Run 1, metal layers overlaid:
Bar = 20 µm. Only two layers are drawn.
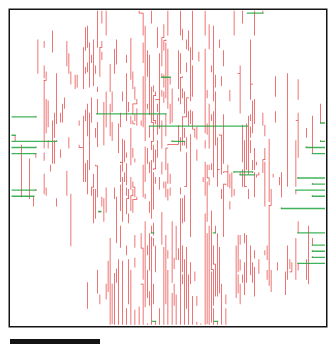
Run 1, cells coloured by class:
Fill, decap, tap and diode cells in grey.
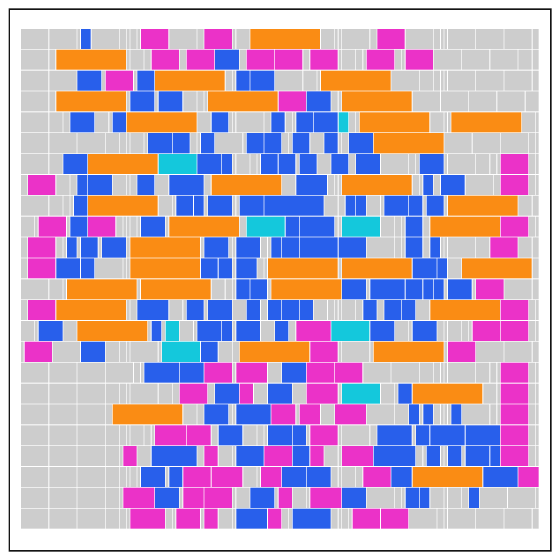
Run 1, clock network drawn from the DEF:
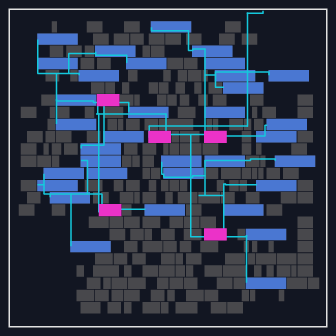
[src/rtl/pipeline_ctrl_unit_pkg.sv]
// ---------------------------------------------------------------------------
// pipeline_ctrl_unit_pkg
// Shared pipeline constants. The debug unit also uses this package, so the
// state encoding and the default widths are defined only here.
//   NB_REG_DEF    : register-address width
//   NB_CYCLES_DEF : cycle-counter width
//   state_t       : controller state codes, also visible on state_o
// ---------------------------------------------------------------------------
package pipeline_ctrl_unit_pkg;

  localparam int NB_REG_DEF    = 5;
  localparam int NB_CYCLES_DEF = 32;

  typedef enum logic [1:0] {
    ST_IDLE   = 2'b00,
    ST_RUN    = 2'b01,
    ST_STEP   = 2'b10,
    ST_HALTED = 2'b11
  } state_t;

endpackage

[src/rtl/pipeline_ctrl_unit_if.sv]
// ---------------------------------------------------------------------------
// pipeline_ctrl_unit_if
// Bundle of the request, hazard and control signals between the pipeline
// controller and the rest of the processor.
//   master : debug unit and datapath side. It drives the requests and hazard
//            inputs and observes the controls.
//   slave  : pipeline_ctrl_unit side.
// ---------------------------------------------------------------------------
interface pipeline_ctrl_unit_if
  import pipeline_ctrl_unit_pkg::*;
#(
  parameter int NB_REG    = NB_REG_DEF,
  parameter int NB_CYCLES = NB_CYCLES_DEF
);

  // Requests from the debug unit and hazard information from the datapath
  logic                  run_i;
  logic                  step_i;
  logic                  ex_mem_read_i;
  logic [NB_REG-1:0]     ex_rt_i;
  logic [NB_REG-1:0]     id_rs_i;
  logic [NB_REG-1:0]     id_rt_i;
  logic                  id_uses_rt_i;
  logic                  branch_taken_i;
  logic                  halt_wb_i;

  // Controls driven by the controller
  logic                  en_pipeline_o;
  logic                  pc_write_o;
  logic                  if_id_write_o;
  logic                  id_ex_bubble_o;
  logic                  if_id_flush_o;
  logic [1:0]            state_o;
  logic                  halted_o;
  logic [NB_CYCLES-1:0]  cycle_count_o;

  modport master (
    output run_i, step_i, ex_mem_read_i, ex_rt_i, id_rs_i, id_rt_i,
           id_uses_rt_i, branch_taken_i, halt_wb_i,
    input  en_pipeline_o, pc_write_o, if_id_write_o, id_ex_bubble_o,
           if_id_flush_o, state_o, halted_o, cycle_count_o
  );

  modport slave (
    input  run_i, step_i, ex_mem_read_i, ex_rt_i, id_rs_i, id_rt_i,
           id_uses_rt_i, branch_taken_i, halt_wb_i,
    output en_pipeline_o, pc_write_o, if_id_write_o, id_ex_bubble_o,
           if_id_flush_o, state_o, halted_o, cycle_count_o
  );

endinterface

[src/rtl/pipeline_ctrl_unit_hazard_detect_unit.sv]
// ---------------------------------------------------------------------------
// hazard_detect_unit
// Detects a load-use hazard. The load in ID/EX writes a register that the
// instruction in ID reads, so that instruction must wait one cycle.
//   ex_mem_read : ID/EX instruction is a load
//   ex_rt       : load destination register
//   id_rs/id_rt : source registers of the ID instruction
//   id_uses_rt  : ID instruction actually reads rt
//   load_use    : stall request (combinational)
// ---------------------------------------------------------------------------
module hazard_detect_unit #(
  parameter int NB_REG = 5
) (
  input  logic              ex_mem_read,
  input  logic [NB_REG-1:0] ex_rt,
  input  logic [NB_REG-1:0] id_rs,
  input  logic [NB_REG-1:0] id_rt,
  input  logic              id_uses_rt,
  output logic              load_use
);

  // Register 0 is hard-wired to zero, so a load into it never creates a
  // dependency.
  assign load_use = ex_mem_read && (ex_rt != '0) &&
                    ((ex_rt == id_rs) || (id_uses_rt && (ex_rt == id_rt)));

endmodule

[src/rtl/pipeline_ctrl_unit.sv]
// ---------------------------------------------------------------------------
// pipeline_ctrl_unit
// Top-level pipeline controller. It is a run/step/halt state machine driven
// by the debug unit. It gates the global pipeline enable, turns load-use
// hazards into stalls and bubbles, flushes IF/ID on taken branches, and
// counts the cycles in which the pipeline was enabled.
//   clock   : single clock, rising edge
//   reset_i : asynchronous, active-low reset
//   bus     : pipeline_ctrl_unit_if.slave (requests in, controls out)
// ---------------------------------------------------------------------------
module pipeline_ctrl_unit
  import pipeline_ctrl_unit_pkg::*;
#(
  parameter int NB_REG    = NB_REG_DEF,
  parameter int NB_CYCLES = NB_CYCLES_DEF
) (
  input  logic                clock,
  input  logic                reset_i,
  pipeline_ctrl_unit_if.slave bus
);

  state_t               state_q, state_d;
  logic                 en_pipeline;
  logic                 load_use;
  logic [NB_CYCLES-1:0] cycle_count_q;

  // -------------------------------------------------------------------------
  // State register
  // -------------------------------------------------------------------------
  // NOTE: sequential state uses non-blocking (<=) so every flop samples
  // pre-edge values regardless of process ordering.
  always_ff @(posedge clock or negedge reset_i) begin
    if (!reset_i) state_q <= ST_IDLE;
    else          state_q <= state_d;
  end

  // -------------------------------------------------------------------------
  // Next-state logic
  // -------------------------------------------------------------------------
  // NOTE: state_d gets its default before the case, so every path assigns
  // it and no latch is inferred.
  always_comb begin
    state_d = state_q;
    unique case (state_q)
      ST_IDLE: begin
        if (bus.run_i)       state_d = ST_RUN;   // run wins over step
        else if (bus.step_i) state_d = ST_STEP;
      end
      ST_RUN: begin
        if (bus.halt_wb_i)   state_d = ST_HALTED;
      end
      ST_STEP: begin
        state_d = bus.halt_wb_i ? ST_HALTED : ST_IDLE;
      end
      ST_HALTED: begin
        state_d = ST_HALTED;                     // only reset leaves
      end
      default: state_d = ST_IDLE;
    endcase
  end

  // The enable is a pure decode of the state register. Because nothing from
  // the inputs reaches it, a request pulse can never glitch the pipeline.
  assign en_pipeline = (state_q == ST_RUN) || (state_q == ST_STEP);

  // -------------------------------------------------------------------------
  // Enabled-cycle counter. It saturates so that a long run cannot read as a
  // short one.
  // -------------------------------------------------------------------------
  always_ff @(posedge clock or negedge reset_i) begin
    if (!reset_i)
      cycle_count_q <= '0;
    else if (en_pipeline && (cycle_count_q != '1))
      cycle_count_q <= cycle_count_q + NB_CYCLES'(1);
  end

  // -------------------------------------------------------------------------
  // Hazard handling
  // -------------------------------------------------------------------------
  hazard_detect_unit #(.NB_REG(NB_REG)) u_hazard (
    .ex_mem_read (bus.ex_mem_read_i),
    .ex_rt       (bus.ex_rt_i),
    .id_rs       (bus.id_rs_i),
    .id_rt       (bus.id_rt_i),
    .id_uses_rt  (bus.id_uses_rt_i),
    .load_use    (load_use)
  );

  assign bus.en_pipeline_o  = en_pipeline;
  assign bus.pc_write_o     = en_pipeline && !load_use;
  assign bus.if_id_write_o  = en_pipeline && !load_use;
  assign bus.id_ex_bubble_o = en_pipeline &&  load_use;
  // A stalled branch keeps its IF/ID slot. Its operands are still in flight,
  // so it is re-evaluated next cycle instead of being flushed now.
  assign bus.if_id_flush_o  = en_pipeline && bus.branch_taken_i && !load_use;
  assign bus.state_o        = state_q;
  assign bus.halted_o       = (state_q == ST_HALTED);
  assign bus.cycle_count_o  = cycle_count_q;

endmodule

[src/flat_wrapper.sv]
// flat-port wrapper written by rule: the top's interface ports become plain ports
module pipeline_ctrl_unit_flat import pipeline_ctrl_unit_pkg::*;
#(
  parameter int NB_REG    = NB_REG_DEF,
  parameter int NB_CYCLES = NB_CYCLES_DEF
)
  (clock, reset_i, bus_run_i, bus_step_i, bus_ex_mem_read_i, bus_ex_rt_i, bus_id_rs_i, bus_id_rt_i, bus_id_uses_rt_i, bus_branch_taken_i, bus_halt_wb_i, bus_en_pipeline_o, bus_pc_write_o, bus_if_id_write_o, bus_id_ex_bubble_o, bus_if_id_flush_o, bus_state_o, bus_halted_o, bus_cycle_count_o);
  pipeline_ctrl_unit_if #(.NB_REG(NB_REG), .NB_CYCLES(NB_CYCLES)) bus_i ();
  input  logic clock;
  input  logic reset_i;
  input wire logic [$bits(bus_i.run_i)-1:0] bus_run_i;
  input wire logic [$bits(bus_i.step_i)-1:0] bus_step_i;
  input wire logic [$bits(bus_i.ex_mem_read_i)-1:0] bus_ex_mem_read_i;
  input wire logic [$bits(bus_i.ex_rt_i)-1:0] bus_ex_rt_i;
  input wire logic [$bits(bus_i.id_rs_i)-1:0] bus_id_rs_i;
  input wire logic [$bits(bus_i.id_rt_i)-1:0] bus_id_rt_i;
  input wire logic [$bits(bus_i.id_uses_rt_i)-1:0] bus_id_uses_rt_i;
  input wire logic [$bits(bus_i.branch_taken_i)-1:0] bus_branch_taken_i;
  input wire logic [$bits(bus_i.halt_wb_i)-1:0] bus_halt_wb_i;
  output wire logic [$bits(bus_i.en_pipeline_o)-1:0] bus_en_pipeline_o;
  output wire logic [$bits(bus_i.pc_write_o)-1:0] bus_pc_write_o;
  output wire logic [$bits(bus_i.if_id_write_o)-1:0] bus_if_id_write_o;
  output wire logic [$bits(bus_i.id_ex_bubble_o)-1:0] bus_id_ex_bubble_o;
  output wire logic [$bits(bus_i.if_id_flush_o)-1:0] bus_if_id_flush_o;
  output wire logic [$bits(bus_i.state_o)-1:0] bus_state_o;
  output wire logic [$bits(bus_i.halted_o)-1:0] bus_halted_o;
  output wire logic [$bits(bus_i.cycle_count_o)-1:0] bus_cycle_count_o;
  assign bus_i.run_i = bus_run_i;
  assign bus_i.step_i = bus_step_i;
  assign bus_i.ex_mem_read_i = bus_ex_mem_read_i;
  assign bus_i.ex_rt_i = bus_ex_rt_i;
  assign bus_i.id_rs_i = bus_id_rs_i;
  assign bus_i.id_rt_i = bus_id_rt_i;
  assign bus_i.id_uses_rt_i = bus_id_uses_rt_i;
  assign bus_i.branch_taken_i = bus_branch_taken_i;
  assign bus_i.halt_wb_i = bus_halt_wb_i;
  assign bus_en_pipeline_o = bus_i.en_pipeline_o;
  assign bus_pc_write_o = bus_i.pc_write_o;
  assign bus_if_id_write_o = bus_i.if_id_write_o;
  assign bus_id_ex_bubble_o = bus_i.id_ex_bubble_o;
  assign bus_if_id_flush_o = bus_i.if_id_flush_o;
  assign bus_state_o = bus_i.state_o;
  assign bus_halted_o = bus_i.halted_o;
  assign bus_cycle_count_o = bus_i.cycle_count_o;
  pipeline_ctrl_unit #(.NB_REG(NB_REG), .NB_CYCLES(NB_CYCLES)) u_core (.clock(clock), .reset_i(reset_i), .bus(bus_i));
endmodule
[config.mk]
export PLATFORM = sky130hd
export DESIGN_NAME = pipeline_ctrl_unit_flat
export DESIGN_NICKNAME = d
export VERILOG_FILES = /design/src/rtl/pipeline_ctrl_unit_pkg.sv /design/src/rtl/pipeline_ctrl_unit_if.sv /design/src/rtl/pipeline_ctrl_unit_hazard_detect_unit.sv /design/src/rtl/pipeline_ctrl_unit.sv /design/src/flat_wrapper.sv
export SDC_FILE = /design/constraint.sdc
export NUM_CORES = 1
export LEC_CHECK = 0
export ABC_AREA = 0
export CAP_MARGIN = 5
export CORE_UTILIZATION = 40
export DETAILED_ROUTE_END_ITERATION = 12
export PLACE_DENSITY = 0.78
export SETUP_SLACK_MARGIN = 0.15
export SLEW_MARGIN = 20
export SYNTH_ARGS = -nofsm -noshare
export SYNTH_HDL_FRONTEND = slang
export SYNTH_HIERARCHICAL = 1
export SYNTH_SLANG_ARGS = --single-unit
[constraint.sdc]
create_clock -name clock -period 2.7 [get_ports clock]
set_clock_uncertainty 0.05 [all_clocks]
set_input_delay 0.675 -clock clock [delete_from_list [all_inputs] [get_ports clock]]
set_output_delay 0.675 -clock clock [all_outputs]
set_load 0.005 [all_outputs]
==> results.json, run 1 <==
{
  "status": "finished, violations left",
  "violations": "setup timing",
  "setup_slack_ns": -0.0008680,
  "rsz0062_at_grt": "true",
  "drt_iter0_markers": 92,
  "power.total_mw": 1.787,
  "cp.required_ns": 1.98,
  "io_pins": 63,
  "placed_area_um2": 2595,
  "drv_slew": 0,
  "htree_num_levels": 2,
  "cellLeakagePower_nw": 1.210,
  "hold_buffers": 0,
  "post-place-ws_ns": -0.6613,
  "path_common_cell": "buf_6",
  "crit_buf_inv": 3,
  "grt_overflow": 0,
  "ir_drop_v": 0.0004182,
  "netlist_area_um2": 1872,
  "ys_seq_elements": 34,
  "grt_pass1_vias": 1580,
  "end_kind": "primary output",
  "comb_cell_power_mw": 0.747,
  "antenna_cells": 0,
  "path_clk_slew_ns": 0.07,
  "relSlewSlack_pct": 57.37,
  "drt-vias-per-instance": 5.408,
  "top_cell_area_share_pct": 45.45,
  "cp-start-kind": "input port",
  "p_comb_share_pct": 41.8,
  "post-dp-hpwl_mm": 3.232,
  "syn_inst": 176,
  "final_nets": 280,
  "fp_nets": 205,
  "tightest_slew_ns": 0.6233,
  "holdPathEnd": "u_core/bus.cycle_count_o[31]$_DFFE_PN0P_",
  "layout-drive-gt1-share_pct": 17.86,
  "drv_cap": 0,
  "slowest_delay_ns": 0.52,
  "largest_area_cell": "dfrtp_1",
  "setup-violations-final": 1,
  "swShare_pct": 31.34,
  "yosysWarnings": 6,
  "finalSetupTns_ns": -0.0008680,
  "gp_congestion": 0.8282,
  "tritoncts": "yes",
  "ff2ff_path_depth": 7,
  "crit_family": "simple AND/OR/NAND/NOR gates",
  "top_cells_by_area": "dfrtp_1 (45%), xnor2_1 (12%), xor2_1 (5.6%)",
  "port_buffers": 62,
  "die_w_um": 70.41,
  "combGateArea_um2": 1035,
  "hold_viol_final": 0,
  "finalCriticalPeriod_ns": 2.701,
  "drt.antenna.violating_nets": 0,
  "max_freq_mhz": 370.3,
  "cts_made_buffers": 5,
  "cp_cell_sequence": "buf_6 -> or4_4 -> o21ai_2 -> a21oi_2 -> buf_4 -> nor2b_4 -> and2_4 -> buf_6",
  "tool_warnings": 32,
  "r2r-start": "u_core/bus.state_o[0]$_DFFE_PN0P_",
  "num_rows": 24,
  "fillCellCount": 394,
  "synth.distinct_cells": 32,
  "min_path_cells": 1,
  "area.growth.synth_to_final_pct": 44.99,
  "min_period_over_period_pct": 100.0,
  "switching_power_mw": 0.5601,
  "yosysSeqAreaShare_pct": 45.45,
  "ys_area_um2": 1872,
  "p_int_mw": 1.227,
  "dieHeight_um": 70.41,
  "min-delay-start": "u_core/bus.cycle_count_o[31]$_DFFE_PN0P_",
  "cp.arrival_ns": 1.98,
  "drc_errors": 0,
  "synth_stat.cells": 176,
  "largestPowerGroup": "combinational logic",
  "chip_area_um2": 4957
}
About 'metal layers overlaid':
metal 2 -> red  # wire length 2150 µm
metal 3 -> green  # wire length 146 µm
via count: 1644
Avg WL per Cell: 14.34 µm
Total Routing Usage GR: 18.49%
Routed WL: 4.359 mm

About 'cells coloured by class':
combinational and other logic -> blue  # cells 141, share of their area 40%
other buffers and delay cells -> magenta  # cells 69, share of their area 25%
flops -> orange  # cells 34, share of their area 32%
clock drivers and dummy loads -> cyan  # cells 8, share of their area 3.4%
core area: 4414 µm²
flip-flop and latch share of the layout cell area: 31.35%
fin util: 61.48%
design area: 2714 µm²

About 'clock network drawn from the DEF':
flip-flops -> blue  # count 34
clock wires -> cyan  # length 421 µm
clock drivers -> magenta  # count 5
routed clock nets = 6
clock share of power: 21.3%
Worst-Skew Late Latency: 0.28 ns
Clk power: 0.381 mW

run 1: cell families after synthesis:
kind of cell	count (synthesis)	share of synthesized area, %
buf+inv	5	1.203
mux	1	0.6016
xor+xnor	38	17.78
compound gates	17	5.883
fa+ha+maj	6	4.011
flops	34	45.45
simple gates	75	25.07
run 1: cell usage after synthesis:
cell / number
nand2b_4: 1
ha_1: 6
a21oi_2: 2
nor4_2: 2
o211ai_2: 1
nor3_1: 2
nand4_1: 15
dfrtp_1: 34
nand4_2: 1
nor3_2: 1
a21oi_1: 8
or4_4: 1
nor2_1: 5
buf_4: 1
nor2b_1: 1
inv_1: 4
and3_1: 11
xnor2_1: 26
o21ai_0: 2
xor2_1: 12
or4_1: 1
and4_1: 4
nand3_1: 14
a21boi_1: 1
nor4_4: 1
a41oi_1: 1
and2_1: 2
a2111oi_0: 1
nor3b_1: 1
nand2_1: 12
mux2_2: 1
o21ai_1: 1
run 1: worst max-delay path by stage:
stage | from | endpoint | slack (ns) | depth (start not counted)
3_3_place_gp | bus_ex_rt_i[1] | bus_if_id_flush_o | -0.61 | 7
3_5_place_dp | bus_ex_rt_i[1] | bus_if_id_flush_o | -0.66 | 7
4_1_cts | bus_ex_rt_i[2] | bus_if_id_flush_o | -0.002 | 8
5_1_grt | bus_ex_rt_i[4] | bus_if_id_flush_o | -0.04 | 8
2_1_floorplan | bus_ex_rt_i[1] | bus_if_id_flush_o | 0.28 | 5
6_report | bus_ex_rt_i[4] | bus_if_id_flush_o | -0.0009 | 8
run 1: placed cells by master (no fill, tap or decap), types with 3 or more instances in the layout:
cell type	instances
clkdlybuf4s50_1	43
dfrtp_1	34
xnor2_1	26
nand4_1	15
nand3_1	14
nand2_1	12
and3_1	11
xor2_1	11
buf_6	8
a21oi_1	7
clkbuf_8	6
nor2_1	5
ha_1	5
buf_2	4
inv_1	4
and4_1	4
buf_4	4
dlygate4sd2_1	3
clkbuf_2	3
a21oi_2	3
run 1: per-layer routing:
layer / up-vias / GRT usage, % / routed length, µm
li1: 782 / - / -
met1: 816 / 23.45 / 1973
met2: 38 / 29.95 / 2154
met3: 8 / 3.608 / 145
met4: 0 / 9.111 / 86
met5: - / 0 / 0
run 1: through the flow:
step	std cells	util [%]	hold slack, ns
floorplan	176	-	0.3294
global placement	295	58.79	0.4439
detailed placement	295	58.79	0.4603
CTS	304	61.11	0.4697
global route	304	61.48	0.4858
finish	304	61.48	0.4562
run 1: registers in the layout, indices dropped and copies added (netlist names):
signal                    flops
u_core/bus.state_o            2
u_core/bus.cycle_count_o     32
run 1: worst register-to-register path: stages (launching register included):
cell,delay (ns)
dfrtp_1,0.39
inv_1,0.11
ha_2,0.40
and3_1,0.27
nand2_1,0.11
nor3_1,0.42
nand3_1,0.15
xnor2_1,0.14
run 1: timing repair:
item,4_1_cts,5_1_grt
gates resized,60,11
buffers inserted,1,0
endpoints found under the setup margin,4,5
pin swaps,13,5
run 1: layout make-up:
type,count,area share [%]
clock buffers,7,3.181
clock inverters,1,0.1844
inverters,4,0.5533
multi-input cells,137,38.13
flip-flops and latches,34,31.35
well taps,52,2.397
repair buffers,69,24.20
==> run 2, diff against run 1 <==
Settings changed: CORE_MARGIN set to 2.
Clock period 2.7 ns to 3.2 ns, I/O delays scaled along.
==> results.json, run 2 <==
{
  "status": "finished, final reports clean",
  "area.growth.synth_to_final_pct": 44.99,
  "wire_per_inst_um": 14.43,
  "drt_iter0_markers": 73,
  "cp.required_ns": 2.35,
  "post-dp-hpwl_mm": 3.298,
  "cts_made_buffers": 5,
  "layout-drive-gt1-share_pct": 14.23,
  "cp-endpoint": "bus_if_id_flush_o",
  "final_nets": 281,
  "end_kind": "primary output",
  "top_cells_by_area": "dfrtp_1 (45%), xnor2_1 (12%), xor2_1 (5.6%)",
  "mostFrequentLayoutCells": "clkdlybuf4s50_1 (46), dfrtp_1 (34), xnor2_1 (26), nand4_1 (15), nand3_1 (14)",
  "synth-edff-count": 0,
  "grt.total_usage_pct": 17.67,
  "grt_overflow": 0,
  "largest_area_cell": "dfrtp_1",
  "num_rows": 24,
  "fillCellCount": 376,
  "dieHeight_um": 72.41,
  "synth.distinct_cells": 32,
  "fp_nets": 205,
  "netlist_area_um2": 1872,
  "drt-vias-per-instance": 5.341,
  "drc_errors": 0,
  "top_cell_area_share_pct": 45.45,
  "min-delay-start": "u_core/bus.cycle_count_o[31]$_DFFE_PN0P_",
  "ir_drop_v": 0.0005411,
  "clock_latency_ns": 0.28,
  "max_freq_mhz": 330.2,
  "yosysWarnings": 6,
  "crit_start": "bus_ex_rt_i[4]",
  "routed_wl_mm": 4.402,
  "port_buffers": 62,
  "drv_slew": 0,
  "finalSetupTns_ns": 0
}
==> run 2: cell counts after synthesis <==
No cell type changed its count.
==> run 2: cell families (layout without fill, tap and decap cells) <==
family / count (synthesis) / count (layout) / share of synthesized area (%)
DFF: 34 / 34 / 45.45
AOI/OAI and AO/OA: 17 / 17 / 5.883
and+or+nand+nor: 75 / 75 / 25.07
buffers and inverters: 5 / 82 / 1.203
adders and majority gates: 6 / 6 / 4.011
muxes: 1 / 1 / 0.6016
xor gates and xnor gates: 38 / 38 / 17.78
==> run 2: layout make-up <==
cell class | instances | area, µm² | area share [%]
clock buffer | 7 | 86.33 | 3.181
clock inverter | 1 | 5.005 | 0.1844
tap | 52 | 65.06 | 2.397
sequential | 34 | 850.8 | 31.35
multi-input combinational | 137 | 1025 | 37.76
timing repair buffer | 70 | 666.9 | 24.57
inverter | 4 | 15.01 | 0.5533
==> run 2: through the flow <==
stage	setup slack, ns	power, mW	instances	instance area (µm²)
floorplan	0.5256	0.8177	176	1872
global placement	-0.3092	1.123	295	2595
detailed placement	-0.4507	1.148	295	2595
CTS	0.1641	1.468	304	2690
global route	0.1069	1.553	305	2714
finish	0.1716	1.465	305	2714
==> run 2: timing repair <==
item | in CTS | in global routing
pin swaps | 9 | 7
hold buffers | 0 | 0
setup buffers | 1 | 1
resized | 37 | 8
endpoints found under the setup margin | 4 | 3
==> run 2: metal layers <==
metal  share of wire (%)  wire length, µm  vias up  track usage, %
met1                  45             1974      793           23.53
met4                 1.9               83        0           5.967
li1                    -                -      783               -
met2                  50             2185       42           28.95
met5                   0                0        -               0
met3                 3.6              159       11           3.472
==> run 2: where the power goes <==
part | internal (mW) | leakage [nW] | switching (mW)
clock network | 0.173 | 0.0482 | 0.144
registers | 0.489 | 0.457 | 0.0698
logic | 0.339 | 0.684 | 0.250
==> run 2: worst min path at each step <==
stage / endpoint / slack [ns] / cells past startpoint
3_5_place_dp: u_core/bus.cycle_count_o[31]$_DFFE_PN0P_ / 0.45 / 1
5_1_grt: u_core/bus.cycle_count_o[31]$_DFFE_PN0P_ / 0.48 / 1
4_1_cts: u_core/bus.cycle_count_o[31]$_DFFE_PN0P_ / 0.46 / 1
6_report: u_core/bus.cycle_count_o[31]$_DFFE_PN0P_ / 0.45 / 1
3_3_place_gp: u_core/bus.cycle_count_o[31]$_DFFE_PN0P_ / 0.44 / 1
2_1_floorplan: u_core/bus.cycle_count_o[31]$_DFFE_PN0P_ / 0.44 / 1
==> run 2: critical path, stage by stage <==
cell	delay, ns
buf_6	0.09
buf_6	0.11
xor2_2	0.17
nor4_2	0.27
nand3_1	0.13
a21oi_2	0.16
nor2b_1	0.07
buf_4	0.13
and2_1	0.12
buf_2	0.12
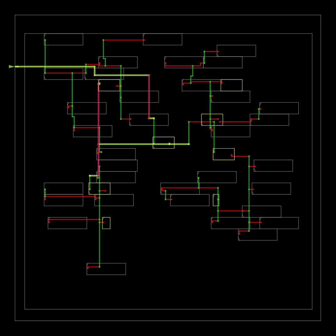
Run 2: the clock network
Clk power: 0.317 mW
registers: 34
Clock Sinks: 34

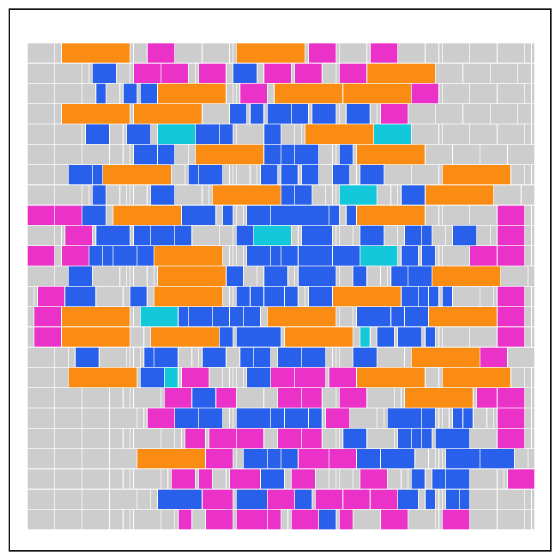
Run 2: cells coloured by class
Fill, decap, tap and diode cells in grey.
other buffers and delay cells -> magenta  # cells 70, share of their area 25%
flops -> orange  # cells 34, share of their area 32%
clock drivers and dummy loads -> cyan  # cells 8, share of their area 3.4%
combinational and other logic -> blue  # cells 141, share of their area 39%
core area: 4444 µm²
fin util: 61.06%

==> run 3, diff against run 2 <==
Settings changed: CAP_MARGIN 5 to 15.
==> results.json, run 3 <==
{
  "clock_latency_ns": 0.28,
  "ys_top_logic_family": "simple AND/OR/NAND/NOR gates",
  "fp_nets": 205,
  "yosysSeqAreaShare_pct": 45.45,
  "use_met3_pct": 3.472,
  "core-area_um2": 4444,
  "tritoncts": "yes",
  "area.growth.synth_to_final_pct": 44.99,
  "drv_cap": 0,
  "cp-start-kind": "input port",
  "tool_warnings": 31,
  "port_buffers": 62,
  "ys_seq_elements": 34,
  "drc_errors": 0,
  "min_path_cells": 1,
  "status": "finished, final reports clean",
  "synthFlopType": "dfrtp_1",
  "drv_slew": 0,
  "largest_reg_flops": 32,
  "rsz0062_at_grt": "true",
  "simple_gate_share_pct": 25.07,
  "clkSinkCount": 34,
  "ys_sh_adder_pct": 4.011,
  "r2r-start": "u_core/bus.state_o[0]$_DFFE_PN0P_",
  "netlist_area_um2": 1872,
  "met1_usage_pct": 23.53,
  "path_clk_slew_ns": 0.06,
  "gp_congestion": 0.8645,
  "routed_wl_mm": 4.402,
  "max_freq_mhz": 330.2,
  "cp.arrival_ns": 2.18,
  "hold_buffers": 0,
  "hold_viol_final": 0,
  "drt-vias-per-instance": 5.341,
  "top_cells_by_area": "dfrtp_1 (45%), xnor2_1 (12%), xor2_1 (5.6%)",
  "post-place-ws_ns": -0.4507,
  "ys_sh_mux_pct": 0.6016,
  "syn_inst": 176,
  "chip_area_um2": 5242,
  "synth_dominant_cell_count": "dfrtp_1",
  "drt_iter0_markers": 73,
  "vias": 1629,
  "min-delay-start": "u_core/bus.cycle_count_o[31]$_DFFE_PN0P_",
  "largest_area_cell": "dfrtp_1",
  "ff2ff_path_depth": 7,
  "ys_area_um2": 1872,
  "top_cell_area_share_pct": 45.45,
  "synth-async-reset-ratio_pct": 100.0,
  "setup-violations-final": 0,
  "min_period_over_period_pct": 94.64,
  "htree_num_levels": 2,
  "layout_top_cell": "clkdlybuf4s50_1",
  "cellLeakagePower_nw": 1.189,
  "layout-drive-gt1-share_pct": 14.23,
  "grt.total_usage_pct": 17.67,
  "wire_per_inst_um": 14.43,
  "setup_slack_ns": 0.1716,
  "relSlewSlack_pct": 61.57,
  "aoi_share_pct": 5.882,
  "synth_stat.cells": 176,
  "top_cells_by_count": "dfrtp_1 (34), xnor2_1 (26), nand4_1 (15)"
}
==> run 3: critical path: stages <==
cell	delay, ns
buf_6	0.09
buf_6	0.11
xor2_2	0.17
nor4_2	0.27
nand3_1	0.13
a21oi_2	0.16
nor2b_1	0.07
buf_4	0.13
and2_1	0.12
buf_2	0.12
==> run 3: final cells by class <==
| type | count | area [µm²] | area share (%) |
|---|---|---|---|
| flip-flops and latches | 34 | 850.8 | 31.35 |
| clock inverters | 1 | 5.005 | 0.1844 |
| well taps | 52 | 65.06 | 2.397 |
| multi-input cells | 137 | 1025 | 37.76 |
| inverters | 4 | 15.01 | 0.5533 |
| repair buffers | 70 | 666.9 | 24.57 |
| clock buffers | 7 | 86.33 | 3.181 |
==> run 3: what timing repair did <==
action,in CTS,in global routing
endpoints found under the setup margin,4,3
setup buffers,1,1
resized,37,8
hold endpoints to repair,0,0
pin swaps,9,7
==> run 3: kinds of logic after synthesis <==
| family | count (synthesis) |
|---|---|
| muxes | 1 |
| AOI/OAI and AO/OA | 17 |
| buffers and inverters | 5 |
| adders and majority gates | 6 |
| xor gates and xnor gates | 38 |
| DFF | 34 |
| and+or+nand+nor | 75 |
==> run 3: metal layers <==
metal	share of wire (%)	wire length, µm
met1	45	1974
met4	1.9	83
met5	0	0
met3	3.6	159
met2	50	2185
==> run 3: how the worst max path moves through the flow <==
stage | start | end | slack [ns] | cells after the start
2_1_floorplan | bus_ex_rt_i[1] | bus_if_id_flush_o | 0.53 | 5
3_3_place_gp | bus_ex_rt_i[1] | bus_if_id_flush_o | -0.31 | 7
3_5_place_dp | bus_ex_rt_i[1] | bus_if_id_flush_o | -0.45 | 7
4_1_cts | bus_ex_rt_i[1] | bus_if_id_flush_o | 0.16 | 8
5_1_grt | bus_ex_rt_i[4] | bus_if_id_flush_o | 0.11 | 10
6_report | bus_ex_rt_i[4] | bus_if_id_flush_o | 0.17 | 10
==> run 3: per-stage QoR <==
| step | power [mW] | hold WS (ns) | instance area (µm²) | setup TNS (ns) | instances |
|---|---|---|---|---|---|
| floorplan | 0.8177 | 0.4380 | 1872 | 0 | 176 |
| global placement | 1.123 | 0.4423 | 2595 | -1.181 | 295 |
| detailed placement | 1.148 | 0.4472 | 2595 | -1.642 | 295 |
| CTS | 1.468 | 0.4558 | 2690 | 0 | 304 |
| global route | 1.553 | 0.4754 | 2714 | 0 | 305 |
| finish | 1.465 | 0.4497 | 2714 | 0 | 305 |
==> run 3: power by group <==
group          internal (mW)  total, mW  switching, mW
combinational          0.339      0.589          0.250
sequential             0.489      0.559         0.0698
clock                  0.173      0.317          0.144
total                   1.00       1.46          0.464
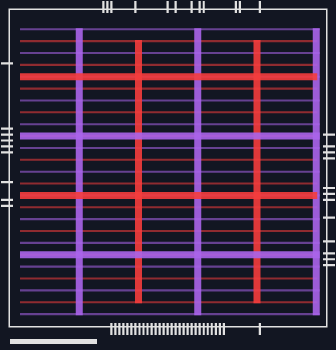
Run 3: supply network
Bar = 20 µm. Pins as bars on the die edge.
VSS -> purple
VDD -> red
signal pins = 63
met1 rails = 25
met5 straps = 4
met4 straps = 5
rows = 24
DIE HEIGHT: 72.41 µm
Die Wd: 72.41 µm
worst vdd ir: 0.0005411 V

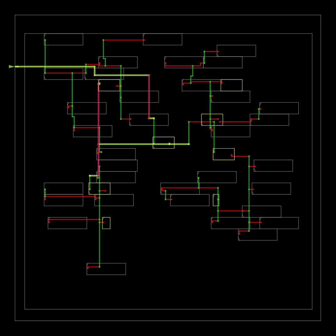
Run 3: the clock network
clock buffer count from CTS: 5
# clk buffers: 7

Power figures rest on the tool's default switching activity, not on a simulated workload.
